Design nexus_clint, sky130hd; sources not shown.
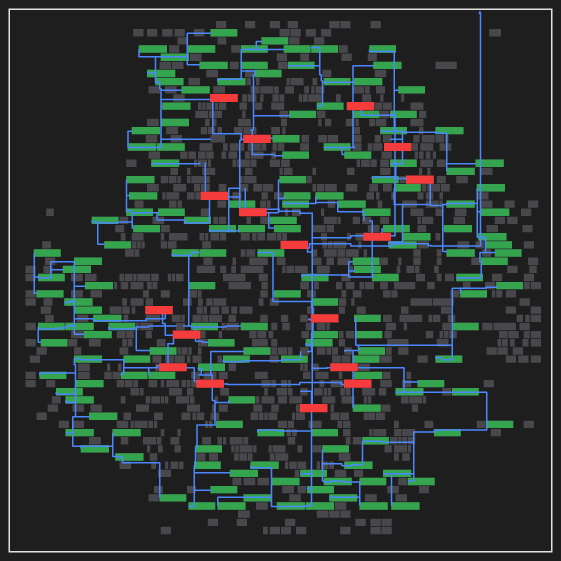
clk_routes.png
(3 px per um)
Green stands for flip-flops, count 164. Red stands for clock drivers, count 17. Blue stands for clock wires, length 2,410 um.
Position of the flops: all over the die.
clock-net power: 0.00218 W
clock network fraction of total power: 46.6%
clk_lat worst skew: 440 ps

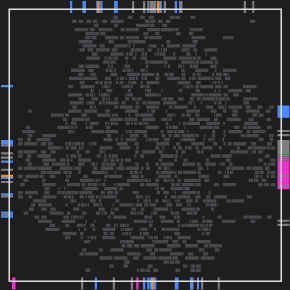
io_placement.png
(1.5 px per um) Pins as bars across the die edge, other pins in gray.
Green stands for `req_we`, pins 1, direction input, edge east. Blue stands for `req_wdata`, pins 32, direction input, edge 9 south, 9 north, 8 west, 6 east. Magenta stands for `req_addr`, pins 16, direction input, edge 13 east, 3 south. Orange stands for `req_wstrb`, pins 4, direction input, edge 2 north, 1 south, 1 west.
All pins by edge: 34 east, 24 north, 20 south, 16 west.
IO Port Bufs: 91
Die Ht: 180 um
die extent in x: 180 um

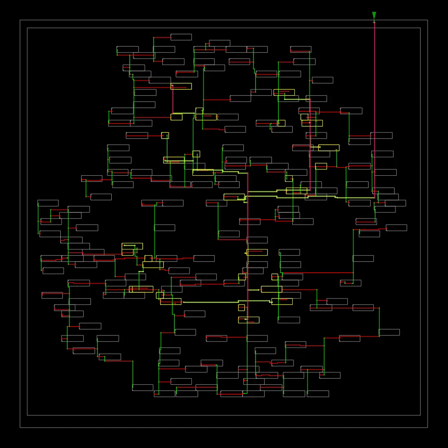
clocks.png
seq_cells: 164
clock sinks: 164
clock buffers: 21
CTS buffer count: 17

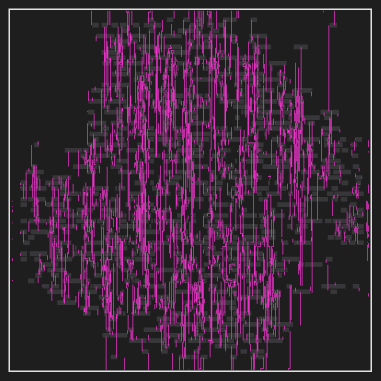
layer_met2.png
(2 px per um)
878 nets have wire on it. The layer holds 44% of the routed length. The longest straight run is 62.2 um.
vias: 6,740
DRT Wirelength: 24.7 mm

==> metrics.cfg <==
[outcome]
status = finished, final reports clean

[logic_synthesis]
ys.flop_type = dfrtp_1
synth_area_leader_cell = dfrtp_1
xor_area_share_pct = 5.96
edf_count = 0
most_common_cell = dfrtp_1
yosys_cells = 820
synthTopCellsByCount = 100 x dfrtp_1, 72 x inv_1, 65 x ha_1
ys_sh_aoi_pct = 14.6
synthCells = 820
ys_chip_area_um2 = 9110
ys.warnings.count = 0
yosys.area_share.simple_pct = 12.0
avgSynthCellArea_um2 = 11.1
seq_area_frac_synth_pct = 45.9
synth_nets = 942
area_leaders = dfrtp_1 27%, dfstp_2 18%, ha_1 8.9%
netlist.area_leader.share_pct = 27.5
synth.distinct_cells = 58
synthMuxAreaShare_pct = 8.03
async_flop_share_pct = 100
netlist_area_um2 = 9110
ys.flops = 164
top_logic_kind = AND-OR/OR-AND gates
synth-adder-area-share_pct = 8.92

[setup_path]
slowest_stage = dfstp_2
worstPathMaxFanout = 4
crit_type = reg -> reg
cp_num_cells = 7
reg2reg_depth = 7
critPathBufInv = 1
path_delay_family = AND-OR/OR-AND gates
crit_required_ps = 3120
cp-start-kind = flip-flop
worstPathCellList = inv_1, ha_1, a2111oi_1, o221ai_1, a221oi_2, a31oi_1, a311o_1
end_kind = flip-flop
critPathMaxStageDelay_ps = 560
reg2reg_slack_ps = 160
worstPathArrival_ps = 2950

[drt]
wl_per_cell_um = 18.4
dr_wl_met2_mm = 11.0
route.met3.wl_um = 742
drtAntennaViolNets = 0
met1_length_mm = 12.7
vias_per_cell = 5.00
drc = 0
first_pass_iters = 5
first_iter_violations = 331
maxUsedRoutingLayer = met4

[placement]
postPlaceCellArea_um2 = 10800
place_hpwl_mm = 18.6
post-place-ws_ps = 46.8
placed_cells = 1315
finalWeightedCongestion = 0.843

[min_path]
hold_path.class = in -> async

[layout]
buffers = 138
seq_share_pct = 36.8
diodes = 0
layout_top_cells = 100 x dfrtp_1, 88 x clkdlybuf4s50_1, 72 x inv_1
lay_top_count = dfrtp_1
final-seq-area_um2 = 4180
fin_area_um2 = 11400
nonClkBufAreaFrac_pct = 11.6
comb_area_um2 = 4540
inverters = 72
fillers = 2935
drive_gt1_share_pct = 24.3
dominant_cells = multi-input combinational cells
areaGrowthSynthToFinish_pct = 24.7
comb.multi_input.count = 551
clockNetworkAreaShare_pct = 4.97
final_core_util_pct = 38.1
fin_nets = 1066
final_cells = 1347
comb_share_pct = 39.9

[cts]
clk_pin_slew_ps = 70
post_cts_buffers = 0
clockBufferDepth = 2
ctsHtreeMaxLevel = 4
cts_tree = yes
cts_resized = 0
cts_root_buf = clkbuf_16
cts_hold_buffers = 0

[power_and_ir_drop]
p_seq_w = 0.00228
pwr-share-seq_pct = 48.8
p_int_w = 0.00354
vdd_drop_max_mv = 0.383
leakagePower_nw = 4.80
power_leader = registers
p_sw_w = 0.00113
netSwitchingFraction_pct = 24.2
powerComb_w = 0.000211
power_density_nw_per_um2 = 411
power_w = 0.00467
p_comb_share_pct = 4.5

[grt]
antenna_found_initial = 0
grt_start_max_net_pins = 49
grt_pass1_vias = 6874
grtUsageMet1_pct = 22.7
grt_pass1_wl_mm = 39.8
met3_usage_pct = 2.52
grt-busiest-layer = met2
grt_use_met2_pct = 23.1
gr-total-overflow = 0
grtUsageTotal_pct = 15.3

[sta]
timing.final.crit_period_ps = 2760
setup_violations = 0
hold_ws_ps = 20.8
worst_slack_ps = 163
maxSlewHeadroom_pct = 58.3
hold_viol = 0
finalSetupTns_ps = 0
finalCritPeriodShare_pct = 94.4
drv_slew = 0
max_freq_mhz = 363
rsz0062_at_grt = false
worst_slew_pin_slew_ps = 622

[flow_run]
tool_warnings = 28
maxCapViolCount = 0

[floorplan]
dieArea_um2 = 32500
coreArea_um2 = 29800
fp_util_pct = 30.6
nWellTaps = 390
ios = 94
rows = 63

No activity file was given, so power comes from the tool's default toggle rates.
